<file path="src/rtl/eth_frame_log_pkg.sv">
// Shared types and constants for the frame log packer: FSM states, header
// field layout, ctl entry layout and the payload word-count helper.
package eth_frame_log_pkg;

    typedef enum logic [1:0] {
        ST_IDLE,
        ST_HEADER,
        ST_DATA,
        ST_DRAIN
    } state_t;

    localparam logic [15:0] C_MAGIC_DEFAULT = 16'hF7A3;

    // Header layout (128 bits, emitted least-significant word first)
    localparam int HDR_BITS        = 128;
    localparam int HDR_TS_LSB      = 0;
    localparam int HDR_SIZE_LSB    = 64;
    localparam int HDR_MATCHED_LSB = 80;
    localparam int HDR_MAGIC_LSB   = 112;

    // Ctl entry layout: {MATCHED, SIZE[15:0], TIMESTAMP[63:0]}
    localparam int CTL_TS_LSB      = 0;
    localparam int CTL_SIZE_LSB    = 64;
    localparam int CTL_MATCHED_LSB = 80;

    // ceil(size / bytes) in 17 bits so SIZE=0xFFFF cannot overflow.
    function automatic logic [16:0] words_for_size(input logic [15:0] size,
                                                   input int unsigned bytes);
        logic [16:0] sum;
        sum = {1'b0, size} + 17'(bytes - 1);
        case (bytes)
            4:       return sum >> 2;
            16:      return sum >> 4;
            default: return sum >> 3;
        endcase
    endfunction

endpackage

</file>
<file path="src/rtl/eth_frame_log_packer.sv">
// Merges each ctl entry with its packed frame words into one AXIS log packet:
// 128-bit header, then the payload words, tlast on the final word.
module eth_frame_log_packer
    import eth_frame_log_pkg::*;
#(
    parameter int          C_NUM_SCRIPTS_CEIL = 8,
    parameter int          C_AXIS_LOG_WIDTH   = 64,
    parameter logic [15:0] C_MAGIC            = C_MAGIC_DEFAULT
) (
    input  logic                            clk,
    input  logic                            srst,
    input  logic                            enable,
    input  logic [C_NUM_SCRIPTS_CEIL+79:0]  s_axis_ctl_tdata,
    input  logic                            s_axis_ctl_tvalid,
    output logic                            s_axis_ctl_tready,
    input  logic [C_AXIS_LOG_WIDTH-1:0]     s_axis_frame_tdata,
    input  logic                            s_axis_frame_tvalid,
    output logic                            s_axis_frame_tready,
    output logic [C_AXIS_LOG_WIDTH-1:0]     m_axis_tdata,
    output logic                            m_axis_tlast,
    output logic                            m_axis_tvalid,
    input  logic                            m_axis_tready,
    output logic [63:0]                     packet_count,
    output logic [63:0]                     drop_count
);

    localparam int          NSC    = C_NUM_SCRIPTS_CEIL;
    localparam int          W      = C_AXIS_LOG_WIDTH;
    localparam int unsigned B      = W / 8;
    localparam int          HW     = HDR_BITS / W;
    localparam logic [1:0]  K_LAST = 2'(HW - 1);

    state_t          state_q, state_d;
    logic [1:0]      k_q, k_d, k_next;
    logic [16:0]     cnt_q, cnt_d, nw_new;
    logic [127:0]    hdr_q, hdr_d, hdr_new;
    logic [W-1:0]    tdata_d;
    logic            tvalid_d, tlast_d;
    logic            ctl_rdy, frm_rdy;
    logic            ctl_hs, frame_hs, out_hs;
    logic            pkt_inc, drop_inc;

    logic [63:0]     ctl_ts;
    logic [15:0]     ctl_size;
    logic [NSC-1:0]  ctl_matched;

    assign ctl_ts      = s_axis_ctl_tdata[CTL_TS_LSB +: 64];
    assign ctl_size    = s_axis_ctl_tdata[CTL_SIZE_LSB +: 16];
    assign ctl_matched = s_axis_ctl_tdata[CTL_MATCHED_LSB +: NSC];
    assign nw_new      = words_for_size(ctl_size, B);

    // NOTE: every signal written in a combinational block gets a default
    // first, so no path through the block can infer a latch.
    always_comb begin
        hdr_new = '0;
        hdr_new[HDR_TS_LSB +: 64]      = ctl_ts;
        hdr_new[HDR_SIZE_LSB +: 16]    = ctl_size;
        hdr_new[HDR_MATCHED_LSB +: 32] = 32'(ctl_matched);
        hdr_new[HDR_MAGIC_LSB +: 16]   = C_MAGIC;
    end

    // Readies depend only on registered state and m_axis_tready, keeping the
    // handshake terms free of loops through the next-state logic.
    always_comb begin
        ctl_rdy = 1'b0;
        frm_rdy = 1'b0;
        case (state_q)
            ST_IDLE:   ctl_rdy = ~m_axis_tvalid;
            // Pre-fetch the first payload word while the last header word leaves,
            // so header and payload go out back to back.
            ST_HEADER: frm_rdy = (k_q == K_LAST) && (cnt_q != '0) && m_axis_tready;
            ST_DATA:   frm_rdy = (cnt_q != '0) && (~m_axis_tvalid || m_axis_tready);
            ST_DRAIN:  frm_rdy = (cnt_q != '0);
            default:   ;
        endcase
    end

    assign s_axis_ctl_tready   = ctl_rdy & ~srst;
    assign s_axis_frame_tready = frm_rdy & ~srst;

    assign ctl_hs   = s_axis_ctl_tvalid & s_axis_ctl_tready;
    assign frame_hs = s_axis_frame_tvalid & s_axis_frame_tready;
    assign out_hs   = m_axis_tvalid & m_axis_tready;
    assign k_next   = k_q + 2'd1;

    always_comb begin
        state_d  = state_q;
        k_d      = k_q;
        cnt_d    = cnt_q;
        hdr_d    = hdr_q;
        tdata_d  = m_axis_tdata;
        tvalid_d = m_axis_tvalid;
        tlast_d  = m_axis_tlast;
        drop_inc = 1'b0;
        pkt_inc  = out_hs & m_axis_tlast;

        case (state_q)
            ST_IDLE: begin
                if (ctl_hs) begin
                    hdr_d = hdr_new;
                    cnt_d = nw_new;
                    k_d   = '0;
                    if (enable) begin
                        state_d  = ST_HEADER;
                        tdata_d  = hdr_new[W-1:0];
                        tvalid_d = 1'b1;
                        tlast_d  = (HW == 1) && (nw_new == '0);
                    end else begin
                        state_d  = ST_DRAIN;
                        drop_inc = 1'b1;
                    end
                end
            end

            ST_HEADER: begin
                if (out_hs) begin
                    if (k_q != K_LAST) begin
                        k_d     = k_next;
                        tdata_d = hdr_q[32'(k_next) * W +: W];
                        tlast_d = (k_next == K_LAST) && (cnt_q == '0);
                    end else if (cnt_q == '0) begin
                        state_d  = ST_IDLE;
                        tvalid_d = 1'b0;
                        tlast_d  = 1'b0;
                    end else begin
                        state_d  = ST_DATA;
                        tvalid_d = frame_hs;
                        tlast_d  = frame_hs && (cnt_q == 17'd1);
                        if (frame_hs) begin
                            tdata_d = s_axis_frame_tdata;
                            cnt_d   = cnt_q - 17'd1;
                        end
                    end
                end
            end

            ST_DATA: begin
                if (out_hs) begin
                    tvalid_d = 1'b0;
                    tlast_d  = 1'b0;
                    if (m_axis_tlast) begin
                        state_d = ST_IDLE;
                    end
                end
                if (frame_hs) begin
                    tdata_d  = s_axis_frame_tdata;
                    tvalid_d = 1'b1;
                    tlast_d  = (cnt_q == 17'd1);
                    cnt_d    = cnt_q - 17'd1;
                end
            end

            ST_DRAIN: begin
                if (frame_hs) begin
                    cnt_d = cnt_q - 17'd1;
                end
                if (cnt_q == '0) begin
                    state_d = ST_IDLE;
                end
            end

            default: state_d = ST_IDLE;
        endcase
    end

    // NOTE: registered state uses non-blocking assignments so every flop
    // samples the pre-edge values regardless of statement order.
    always_ff @(posedge clk) begin
        if (srst) begin
            state_q <= ST_IDLE;
        end else begin
            state_q <= state_d;
        end
    end

    always_ff @(posedge clk) begin
        if (srst) begin
            k_q           <= '0;
            cnt_q         <= '0;
            hdr_q         <= '0;
            m_axis_tdata  <= '0;
            m_axis_tvalid <= 1'b0;
            m_axis_tlast  <= 1'b0;
            packet_count  <= '0;
            drop_count    <= '0;
        end else begin
            k_q           <= k_d;
            cnt_q         <= cnt_d;
            hdr_q         <= hdr_d;
            m_axis_tdata  <= tdata_d;
            m_axis_tvalid <= tvalid_d;
            m_axis_tlast  <= tlast_d;
            if (pkt_inc) begin
                packet_count <= packet_count + 64'd1;
            end
            if (drop_inc) begin
                drop_count <= drop_count + 64'd1;
            end
        end
    end

endmodule

</file>
<file path="config.mk">
export PLATFORM = sky130hd
export DESIGN_NAME = eth_frame_log_packer
export DESIGN_NICKNAME = d
export VERILOG_FILES = /design/src/rtl/eth_frame_log_pkg.sv /design/src/rtl/eth_frame_log_packer.sv
export SDC_FILE = /design/constraint.sdc
export NUM_CORES = 1
export LEC_CHECK = 0
export CAP_MARGIN = 0
export CORE_MARGIN = 8
export CORE_UTILIZATION = 51
export CTS_CLUSTER_DIAMETER = 40
export DETAILED_ROUTE_END_ITERATION = 10
export GPL_TIMING_DRIVEN = 0
export PLACE_DENSITY_LB_ADDON = 0.3
export SYNTH_ARGS = -nofsm -noshare
export SYNTH_HDL_FRONTEND = slang
export SYNTH_SLANG_ARGS = --single-unit
</file>
<file path="constraint.sdc">
create_clock -name clk -period 3.6 [get_ports clk]
set_clock_uncertainty 0.15 [all_clocks]
set_input_delay 0.72 -clock clk [delete_from_list [all_inputs] [get_ports clk]]
set_output_delay 0.72 -clock clk [all_outputs]
set_load 0.005 [all_outputs]
</file>
Figure 1. Routing congestion map.
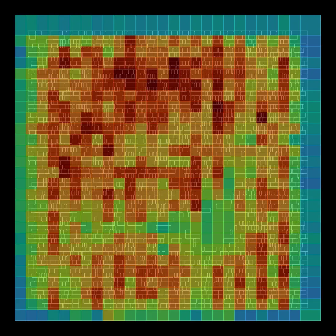
met2 demand-to-capacity share in global routing: 48.9%
global routing usage on met3: 7.12%
core utilization of the finished layout: 70.5%
mean routed wirelength per cell: 20.8 um

==> flow.log <==
[flow] final metrics
INFO  metric critPathCapture = s_axis_ctl_tready
INFO  metric timing.critical_path.slowest_stage_cell = clkdlybuf4s50_1
INFO  metric ys_top_logic_family = AND-OR/OR-AND gates
INFO  metric ys.warnings.count = 0
INFO  metric post_synth_tally_of_flip_flops_with_integrated_enable = 0
INFO  metric synthDistinctLibCells = 67
INFO  metric drv_cap = 0
INFO  metric worst_skew_pair.late_latency = 550 ps
INFO  metric irDropWorstVdd = 0.494 mV
INFO  metric ios = 354
INFO  metric async_reset_ff_share = 0%
INFO  metric power_density = 706 nW/um^2
INFO  metric synthesized_area_divided_by_synthesized_cell_count = 7.78 sq um
INFO  metric slew_viol_final = 0
INFO  metric power.leakage = 7.12 nW
INFO  metric drtIter0Drc = 1641
INFO  metric postCtsSetupRepairBufs = 0
INFO  metric cts_buffer_depth = 3
INFO  metric gp_congestion = 0.931
INFO  metric dp_hpwl = 43200 um
INFO  metric hold-path-endpoint = hdr_q[24]
INFO  metric firstDrtPassIters = 8
INFO  metric floorplan.die_area = 36900 sq um
INFO  metric route.antenna.remaining_nets = 0
INFO  metric yosys-mux-area-fraction = 2.67%
INFO  metric maxSlewHeadroom = 32.1%
INFO  metric wire_length_of_the_first_global_routing_pass = 92100 um
INFO  metric reg2reg_slack = 140 ps
INFO  metric path_class = in -> out
INFO  metric arrival = 2640 ps
INFO  metric tool_warnings = 34
INFO  metric post_route_cells_drive_above_1_share = 6.08%
INFO  metric die.size.y = 192 um
INFO  metric ys_cells = 2035
INFO  metric crit_path_start = srst
INFO  metric setup_violations = 0
INFO  metric worstPathCellList = clkdlybuf4s50_1 > buf_4 > buf_4 > nor3b_1 > clkdlybuf4s50_1
INFO  metric hold_ws = 307 ps
INFO  metric layout.cells.non_filler = 2873
INFO  metric drt-total-wl = 59700 um
INFO  metric ys_ff = 304
INFO  metric result_of_the_run = complete, no violations
Figure 2. Register map, names as in the netlist.
Scale: 1.5 px per um.
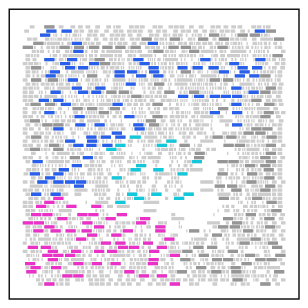
colour	netlist name	sequential cells
magenta	drop_count	64
cyan	cnt_q	17
blue	hdr_q	89
not coloured	134
fraction of area in registers: 28.2%
sequential cell power: 0.00412 W
Sequential Area: 6090 sq um

[placed cells by master (no fill, tap or decap), drive strengths merged, types with 13 or more instances in the layout]
cell             n
clkdlybuf4s50  352
dfxtp          304
nand2          269
a21oi          265
clkbuf         193
nor2           149
o21ai           85
nand3           64
nor3            59
or4             59
inv             56
o31ai           53
nand4           44
o22ai           36
a2111oi         36
buf             32
xor2            31
mux2i           31
a221oi          30
o21a            26
a211o           25
xnor2           23
and3            22
nor4            22
or3             18
clkinv          17
and4            14
ha              13
[layer usage]
metal / vias up / routed length, um / GRT usage, %
li1: 8274 / - / -
met1: 8561 / 23400 / 38.2
met2: 1028 / 27600 / 48.9
met3: 195 / 6280 / 7.12
met4: 4 / 2370 / 14.1
met5: - / 22 / 0
[report_power, final]
group / internal, W / switching, W / leakage [nW]
logic: 0.00240 / 0.00393 / 3.84
registers: 0.00381 / 0.000311 / 2.47
clock network: 0.00310 / 0.00167 / 0.818
total: 0.00931 / 0.00591 / 7.12
[cell type report]
class,instances,area (sq um)
Antenna cell,8,20.0
Buffer,167,702
Clock buffer,58,1320
Clock inverter,27,340
Fill cell,2479,9010
Inverter,56,210
Multi-Input combinational cell,1504,8870
Sequential cell,304,6090
Tap cell,396,495
Timing Repair Buffer,353,3530
[metrics by stage]
step	TNS [ps]	instance area [sq um]	setup WS [ps]
6_report	0	21600	87.2
5_1_grt	-49.7	21600	-16.4
4_1_cts	0	21500	30.6
3_5_place_dp	-106020	19900	-1160
3_3_place_gp	-98640	19900	-1190
2_1_floorplan	0	15800	503
[cells in the mapped netlist, drive strengths merged, types with 5 or more instances]
cell | instances | area share, %
a221oi | 30 | 1.7
a21oi | 265 | 8.4
nor4 | 22 | 0.95
nor3b | 6 | 0.28
nor2b | 12 | 0.47
a211o | 25 | 1.4
o22ai | 36 | 1.4
xnor2 | 23 | 1.3
nand4 | 44 | 1.8
mux2 | 10 | 0.71
ha | 13 | 1.0
a211oi | 12 | 0.57
xor2 | 31 | 1.7
clkbuf | 138 | 3.3
a22oi | 11 | 0.52
nand2 | 269 | 6.4
inv | 56 | 1.3
o21a | 26 | 1.2
mux2i | 31 | 2.0
a2111oi | 36 | 2.1
nor2 | 149 | 3.5
nand2b | 5 | 0.20
and2 | 6 | 0.24
o21ai | 85 | 2.7
o32ai | 10 | 0.55
and4 | 14 | 0.77
buf | 33 | 1.1
dfxtp | 304 | 38
nand3 | 64 | 2.0
or4 | 59 | 2.8
or3 | 18 | 0.74
o21ba | 11 | 0.70
and3 | 22 | 0.87
a31oi | 6 | 0.24
o31ai | 53 | 2.5
nor3 | 59 | 1.9
[registers in the layout, summed over array words and instances (netlist names)]
signal	cells
m_axis_tlast	1
m_axis_tvalid	1
m_axis_tdata	64
state_q	2
packet_count	64
drop_count	64
cnt_q	17
hdr_q	89
k_q	2
[worst max-delay path: cells and delay by family]
family,cells,cell delay [ps]
buf+inv,4,1680
simple gates,1,240
[logic make-up (layout without fill, tap and decap cells)]
family / Yosys count / in the layout
buf+inv: 227 / 661
mux: 41 / 41
fa+ha+maj: 13 / 13
flops: 304 / 304
compound gates: 634 / 634
xor+xnor: 54 / 54
other cells: 0 / 8
simple gates: 762 / 762
Power figures rest on the tool's default switching activity, not on a simulated workload.
